Figure 1. Power grid.
(4 px per µm) Pins as bars on the die edge.
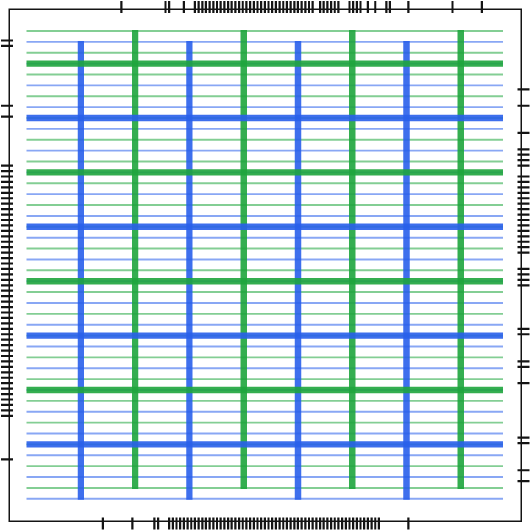
Figure 2. Signal metal coverage by tile.
(3 px per µm) 26 x 26 tiles, from dark purple (low) to yellow (high), scaled to the fullest tile. Values are wire area over tile area, all layers added.
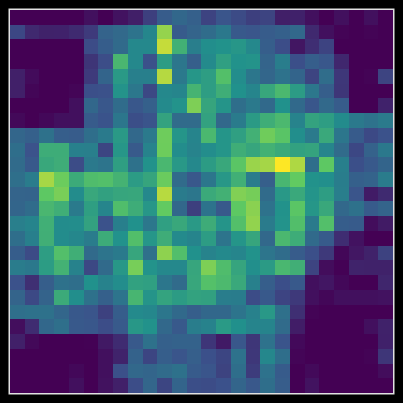
File: config.mk
export PLATFORM = sky130hd
export DESIGN_NAME = mem_access_unit
export DESIGN_NICKNAME = d
export VERILOG_FILES = /design/src/rtl/mau_pkg.sv /design/src/rtl/lane_align.sv /design/src/rtl/mem_access_unit.sv
export SDC_FILE = /design/constraint.sdc
export NUM_CORES = 1
export LEC_CHECK = 0
export ABC_AREA = 1
export ABC_CLOCK_PERIOD_IN_PS = 6300
export CAP_MARGIN = 40
export CORE_MARGIN = 4
export CORE_UTILIZATION = 40
export CTS_CLUSTER_DIAMETER = 80
export DETAILED_ROUTE_END_ITERATION = 10
export PLACE_DENSITY = 0.71
export SYNTH_ARGS = -nofsm -noshare
export SYNTH_HDL_FRONTEND = slang
export SYNTH_SLANG_ARGS = --single-unit
File: constraint.sdc
create_clock -name clk -period 6.3 [get_ports clk]
set_input_delay 0.945 -clock clk [delete_from_list [all_inputs] [get_ports clk]]
set_output_delay 0.945 -clock clk [all_outputs]
set_load 0.01 [all_outputs]
File: src/rtl/mau_pkg.sv
// Purpose: shared types and constants for the CPU-side memory access unit.
// Latency: n/a (declarations only).
// Backpressure: n/a.
package mau_pkg;

   // Default data memory depth in 32-bit words.
   localparam int MAU_MEM_WORDS = 256;

   // Access size encodings carried on the size port.
   localparam logic [1:0] SZ_BYTE = 2'b00;
   localparam logic [1:0] SZ_HALF = 2'b01;
   localparam logic [1:0] SZ_WORD = 2'b10;
   localparam logic [1:0] SZ_ILL  = 2'b11;

   typedef enum logic [2:0] {
      IDLE  = 3'd0,
      READ  = 3'd1,
      WRITE = 3'd2,
      DONE  = 3'd3,
      ERR   = 3'd4
   } mau_state_t;

   // Request fields captured on acceptance.
   typedef struct packed {
      logic        we;
      logic [1:0]  size;
      logic        sign_ext;
      logic [31:0] addr;
      logic [31:0] wdata;
   } mau_req_t;

   // Illegal size or natural-alignment violation for the given byte offset.
   function automatic logic misaligned(input logic [1:0] size, input logic [1:0] off);
      logic bad;
      bad = 1'b0;
      case (size)
         SZ_HALF: bad = off[0];
         SZ_WORD: bad = (off != 2'b00);
         SZ_ILL:  bad = 1'b1;
         default: bad = 1'b0;
      endcase
      return bad;
   endfunction

endpackage

File: src/rtl/lane_align.sv
// Purpose: little-endian lane extract/extend for loads and lane merge for sub-word stores.
// Latency: purely combinational.
// Backpressure: none; outputs follow inputs.
//
// Ports:
//   size, offset, sign_ext : access size, addr[1:0], load extension mode
//   rd_word                : word the load lane is taken from
//   base_word, wdata       : word to merge into, right-aligned store data
//   load_val               : extracted lane extended to 32 bits
//   merge_word             : base_word with addressed lane replaced (wdata for a word store)
module lane_align
   import mau_pkg::*;
(
   input  logic [1:0]  size,
   input  logic [1:0]  offset,
   input  logic        sign_ext,
   input  logic [31:0] rd_word,
   input  logic [31:0] base_word,
   input  logic [31:0] wdata,
   output logic [31:0] load_val,
   output logic [31:0] merge_word
);

   logic [7:0]  byte_sel;
   logic [15:0] half_sel;

   always_comb begin
      byte_sel = rd_word[{offset, 3'b000} +: 8];
      half_sel = offset[1] ? rd_word[31:16] : rd_word[15:0];

      load_val = rd_word;
      case (size)
         SZ_BYTE: load_val = {{24{sign_ext & byte_sel[7]}}, byte_sel};
         SZ_HALF: load_val = {{16{sign_ext & half_sel[15]}}, half_sel};
         default: load_val = rd_word;
      endcase
   end

   always_comb begin
      merge_word = base_word;
      case (size)
         SZ_BYTE: merge_word[{offset, 3'b000} +: 8] = wdata[7:0];
         SZ_HALF: begin
            if (offset[1]) merge_word[31:16] = wdata[15:0];
            else           merge_word[15:0]  = wdata[15:0];
         end
         default: merge_word = wdata;
      endcase
   end

endmodule

File: src/rtl/mem_access_unit.sv
// Purpose: turns CPU byte/half/word load-store requests into word accesses on a simple memory.
// Latency: ack 1 cycle after accept on error, 2 for load or word store, 3 for sub-word store (read-modify-write).
// Backpressure: busy is high outside IDLE; req is only sampled in IDLE and is ignored otherwise.
//
// Ports:
//   clk, rst_n                      : clock, synchronous active-low reset
//   req, we, size, sign_ext, addr,
//   wdata                           : CPU request
//   ack, err, rdata, busy           : CPU completion / status
//   ReadMem, WriteMem, Addr, Data_i : memory read/write enables, word index, write data
//   Data                            : memory read data (combinational on ReadMem/Addr)
module mem_access_unit
   import mau_pkg::*;
#(
   parameter int MEM_WORDS = MAU_MEM_WORDS
)(
   input  logic        clk,
   input  logic        rst_n,
   input  logic        req,
   input  logic        we,
   input  logic [1:0]  size,
   input  logic        sign_ext,
   input  logic [31:0] addr,
   input  logic [31:0] wdata,
   output logic        ack,
   output logic        err,
   output logic [31:0] rdata,
   output logic        busy,
   output logic        ReadMem,
   output logic        WriteMem,
   output logic [31:0] Addr,
   output logic [31:0] Data_i,
   input  logic [31:0] Data
);

   localparam int          AW     = (MEM_WORDS > 1) ? $clog2(MEM_WORDS) : 1;
   localparam logic [31:0] WORDS  = 32'(MEM_WORDS);

   mau_state_t  state_q, state_d;
   mau_req_t    req_q;
   logic [31:0] word_q;
   logic [31:0] rdata_q;
   logic        req_bad;
   logic [31:0] load_val;
   logic [31:0] merge_word;
   logic        unused_addr_bits;

   // Bounds test uses the full word index so high address bits cannot alias into range.
   assign req_bad = misaligned(size, addr[1:0]) || ({2'b00, addr[31:2]} >= WORDS);

   always_comb begin
      state_d = state_q;
      case (state_q)
         IDLE: begin
            if (req) begin
               if (req_bad)                    state_d = ERR;
               else if (we && size == SZ_WORD) state_d = WRITE;
               else                            state_d = READ;
            end
         end
         READ:    state_d = req_q.we ? WRITE : DONE;
         WRITE:   state_d = DONE;
         DONE:    state_d = IDLE;
         ERR:     state_d = IDLE;
         default: state_d = IDLE;
      endcase
   end

   always_ff @(posedge clk) begin
      if (!rst_n) begin
         state_q <= IDLE;
         req_q   <= '0;
         word_q  <= '0;
         rdata_q <= '0;
      end else begin
         state_q <= state_d;
         if (state_q == IDLE && req) begin
            req_q.we       <= we;
            req_q.size     <= size;
            req_q.sign_ext <= sign_ext;
            req_q.addr     <= addr;
            req_q.wdata    <= wdata;
         end
         if (state_q == READ) begin
            word_q <= Data;
            // Extract straight from Data so rdata is already valid in the DONE/ack cycle.
            if (!req_q.we) rdata_q <= load_val;
         end
      end
   end

   lane_align u_lane_align (
      .size       (req_q.size),
      .offset     (req_q.addr[1:0]),
      .sign_ext   (req_q.sign_ext),
      .rd_word    (Data),
      .base_word  (word_q),
      .wdata      (req_q.wdata),
      .load_val   (load_val),
      .merge_word (merge_word)
   );

   assign ack      = (state_q == DONE) || (state_q == ERR);
   assign err      = (state_q == ERR);
   assign busy     = (state_q != IDLE);
   assign ReadMem  = (state_q == READ);
   assign WriteMem = (state_q == WRITE);
   assign rdata    = rdata_q;
   assign Addr     = {{(32-AW){1'b0}}, req_q.addr[AW+1:2]};
   // Word stores pass wdata through; sub-word stores merge into the word read in READ.
   assign Data_i   = merge_word;

   // Address bits above the memory index only matter for the bounds test at accept time.
   assign unused_addr_bits = ^req_q.addr;

endmodule
==> results.json <==
{
  "post_synth_and_or_nand_nor_area_fraction_pct": 21.1,
  "share_of_cells_above_drive_strength_1_pct": 6.98,
  "post_synth_main_area_contributors": "sky130_fd_sc_hd__dfxtp_1 (40%), sky130_fd_sc_hd__nand2_1 (12%), sky130_fd_sc_hd__a21oi_1 (11%)",
  "combinationalPowerShare_pct": 14.0,
  "gr-usage-met2_pct": 37.1,
  "clock_power_share_pct": 47.6,
  "drt-vias-per-instance": 5.21,
  "finalSetupViolations": 0,
  "worst_hold_class": "reg2reg",
  "top_usage_layer": "met2",
  "drc_errors": 0,
  "critical_path_buf_inv_count": 3,
  "post_synth.cell_area_avg_um2": 7.04,
  "mostFrequentLayoutCell": "sky130_fd_sc_hd__nand2_1",
  "netSwitchingPower_uw": 494,
  "grt_pass1_vias": 5734,
  "pin_count": 204,
  "yosys.cell_count.top_type": "sky130_fd_sc_hd__nand2_1",
  "largest_register_ff_count": 38,
  "postPlaceCellArea_mm2": 0.00740,
  "final_net_count": 1069,
  "share_of_synthesized_cell_area_in_full_adder_half_adder_and_majority_cells_pct": 1.09,
  "grt_first_pass_wirelength_um": 30600,
  "design_area_final_mm2": 0.00798,
  "utilization_pct": 57.3,
  "cts_root_buf": "sky130_fd_sc_hd__clkbuf_16",
  "endpoint_with_the_worst_hold_slack": "word_q[5]",
  "setup_slack_placement_ps": 2380,
  "antenna_violations_before_repair": 0,
  "leakage_uw": 0.00306,
  "critical-path-slowest-cell": "sky130_fd_sc_hd__dfxtp_1",
  "synth.cellmix.xorXnorShare_pct": 0,
  "hold_viol_final": 0,
  "tightestPinTransition_ps": 791,
  "n_clock_buffer": 27,
  "maxSlewViolCount": 0,
  "logic_family": "AND-OR/OR-AND gates",
  "reported_max_cap_violation_count": 0,
  "routed-wl-met2_um": 9120,
  "synth-edff-count": 0,
  "result_of_the_run": "completed",
  "clkLatencyLatePin_ps": 410,
  "cp-endpoint": "Data_i[30]",
  "ctsResizeCount": 0,
  "globalRouteOverflowTotal": 0,
  "layout.area.top_class": "combinational gates",
  "layout_top_cells": "sky130_fd_sc_hd__nand2_1 (186), sky130_fd_sc_hd__clkdlybuf4s50_1 (178), sky130_fd_sc_hd__a21oi_1 (125)",
  "cts.path.max_buffers": 2,
  "internal_power_uw": 1480,
  "seq_power_share_pct": 38.5,
  "critical_path.endpoint_type": "output pin",
  "detail_route.iter0.violations": 597,
  "maximum_achievable_frequency_mhz": 228,
  "chip_area_mm2": 0.0163,
  "synthAoiAreaFrac_pct": 25.3,
  "cp.depth": 7,
  "globalplace.congestion": 0.942,
  "routed_wl_um": 19700,
  "synth_chip_area_mm2": 0.00573,
  "timing.rr.end": "req_q[31]",
  "worstRegToRegCells": 5,
  "clock_sink_count": 113,
  "hold_path.startpoint": "word_q[5]",
  "layout.non_clock_inverters": 71,
  "clock_cell_area_share_pct": 7.24,
  "synth.yosys.seq_area_share_pct": 39.5,
  "final-comb-area_mm2": 0.00281,
  "port-buffer-count": 179,
  "hold_slack_ps": 452,
  "comb_area_share_pct": 35.2,
  "filler_cell_count": 1308,
  "drt_pre_antenna_iters": 5,
  "synth.yosys.num_cells": 813,
  "crit_start": "req_q[33]",
  "synth.top_cell.area_share_pct": 39.5,
  "seq_share_pct": 28.4,
  "setup_repair_after_global_routing_missed_its_margin": "false",
  "layout_area_growth_over_synthesis_pct": 39.4,
  "ctsHtreeMaxLevel": 4,
  "synthCells": 813,
  "ys.flop_type": "sky130_fd_sc_hd__dfxtp_1",
  "layout.sequential_cells": 113,
  "instances_no_fill": 1154,
  "power_uw": 1970,
  "r2r_slack_ps": 4000,
  "dpl.cell_count": 1122,
  "start_kind": "flop",
  "m1WireLength_um": 8480,
  "cts_hold_repair.buffers": 0,
  "initial_utilization_pct": 41.1
}
-- Figure 1 (at the start) --
| color | net |
|---|---|
| green | VDD |
| blue | VSS |
signal pins: 204
rows: 43
Core Footprint: 0.0139 mm²
die width: 128 µm
worst vdd ir: 0.166 mV
Chip Height: 128 µm

-- Figure 2 (at the start) --
tiles over half the peak: 25%
fullest tile: 0.60
densest ninth of the die: middle
mean over tiles: 0.20
global-route usage over all layers: 23.8%
average wire per cell in the routed design: 17.1 µm
number of vias after detailed routing: 6016

